Design pipe_skid_stage, sky130hd; sources not shown.
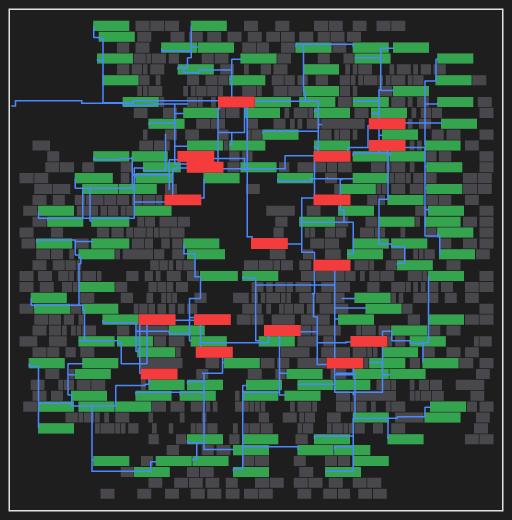
(clock wires, drivers and flops)
Scale: 4 px per um.
[red] cells driving clock nets | count: 17
[blue] clock wires | length: 1,640 um
[green] flip-flops | count: 134
flops lie	all over the die
routed clock nets	18
skew final: 0.006561 ns
clock latency on the worst-skew pair: 0.40 ns
clock network power: 0.00335 W
part of the power in the clock network: 0.422

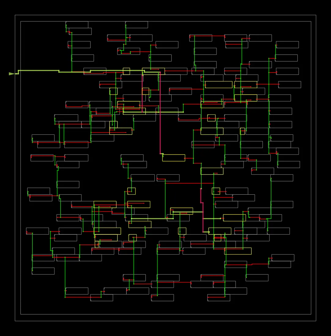
(clock routing)
clkbuf count: 18
total clock buffers created by CTS: 17
TritonCTS sink count: 134
Seq Cell Count: 134

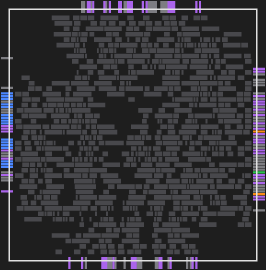
(pin map)
Scale: 2 px per um. Pins as bars across the die edge, other pins in gray.
color	port	pins	direction	edge
purple	in_data	58	input	19 right, 18 top, 14 bottom, 7 left
orange	occupancy	2	output	right
green	in_ready	1	output	right
blue	stall_cnt	16	output	left
die width: 123 um
Buffers on Ports: 140
Die Ht: 125 um

==> reports/results.txt <==
Antenna violations before repair: 0
Internal reg-to-reg setup slack: 0.10 ns
Number of remaining DRC errors: 0
Sum of met2 wire segment lengths after detailed routing: 7.719 mm
Standard cell area after detailed placement: 7908 sq um
Yosys warning tally: 0
# fillers: 1,132
Fraction of final layout cells sized beyond drive strength 1: 0.1306
Commonest non-fill, non-tap cells in the layout: clkdlybuf4s50_1, dfrtp_1, nand2_1
Arrival time of data at the critical path endpoint: 1.39 ns
Net switching power: 0.002083 W
Routed wire length on met3: 828 um
Buffers plus inverters on the worst setup path: 1
Critical path data required time: 1.42 ns
Areal power density over the cells: 923.4 nW/um^2
Wire length of the first global-routing pass: 25.99 mm
Via-to-Cell Ratio: 5.387
Non-clock buffer count in the final layout: 171
Buffers inserted by post-CTS timing repair: 2
PostCTS Resize Cnt: 22
Total detailed-routing wirelength: 15.72 mm
Dpl hpwl: 10.51 mm
Number of nets in the final layout: 763
Hold Fails Final Rpt: 0
Relative area change from synthesis to final layout: 40.92%
Maximum clock rate: 0.5375 GHz
Reg area: 3366 sq um
Startpoint kind of the worst setup timing path: flip-flop
Row count: 44
Highest signal layer in the routed design: met4
Final cell count without fillers: 896
Maximum level of the CTS H-tree: 4
Static leakage power: 3.864 nW
Sequential share of power: 0.410
Placed cell count: 858
Net count after synthesis: 613
Dominant synthesized flop cell: dfrtp_1
Post-route cell area: 8596 sq um
Buffer levels on the longest clock path: 2
Fin util: 0.6052
Met1 Wirelength: 7.017 mm
Global placement routability congestion: 0.7938
Non-clock buffer share: 0.2090
Worst relative slew slack: 0.6178
Worst hold margin: 0.4203 ns
Critical path class: flip-flop to output pin
Final setup slack of the worst path: 0.03942 ns
Chip area in the Yosys report: 6100 sq um
Number of cells traversed by the worst register-to-register path: 7
Share of flip-flops with an asynchronous set or reset: 1.000
Multi-input gate share of total cell area: 0.2757
Count of final setup violators: 0
Inverter count: 60
M2 GR Usage: 0.3458
Final sum of negative setup slack: 0 ns
Maximum number of pins on one net before global-route repair: 68
Design Power: 0.007937 W
Status: complete, no violations
Period minus WS final: 1.861 ns
Gr busiest metal: met2
Clock tree from TritonCTS: done
Number of top-level pins: 141
Multi-input comb cells: 315
Met1 usage in global routing: 0.2919
Number of well-tap cells placed: 184
Post-synthesis cell type with the largest instance count: dfrtp_1
Aggregate global-route resource usage: 0.2133
Synth top area share: 0.5497
Total global routing overflow: 0
Number of max-cap violations: 0
Top cells, area: dfrtp_1, mux2i_1, o2bb2ai_1
Clock tree root driver cell: clkbuf_16
## logic make-up (layout without fill, tap and decap cells)
family | after synthesis | count (layout) | synth area share
flops | 134 | 134 | 0.5497
buf+inv | 100 | 263 | 0.06913
mux | 63 | 63 | 0.1044
fa+ha+maj | 1 | 1 | 0.002051
compound gates | 125 | 125 | 0.1651
xor+xnor | 14 | 14 | 0.02010
simple gates | 112 | 112 | 0.08944
## power by group through the flow
stage | sequential, W | combinational (W) | clock (W)
2_1_floorplan | 0.00333 | 0.000506 | 0
4_1_cts | 0.00327 | 0.00130 | 0.00340
5_1_grt | 0.00329 | 0.00145 | 0.00353
3_5_place_dp | 0.00331 | 0.00129 | 0
3_3_place_gp | 0.00329 | 0.00126 | 0
6_report | 0.00326 | 0.00133 | 0.00335
Power figures rest on the tool's default switching activity, not on a simulated workload.
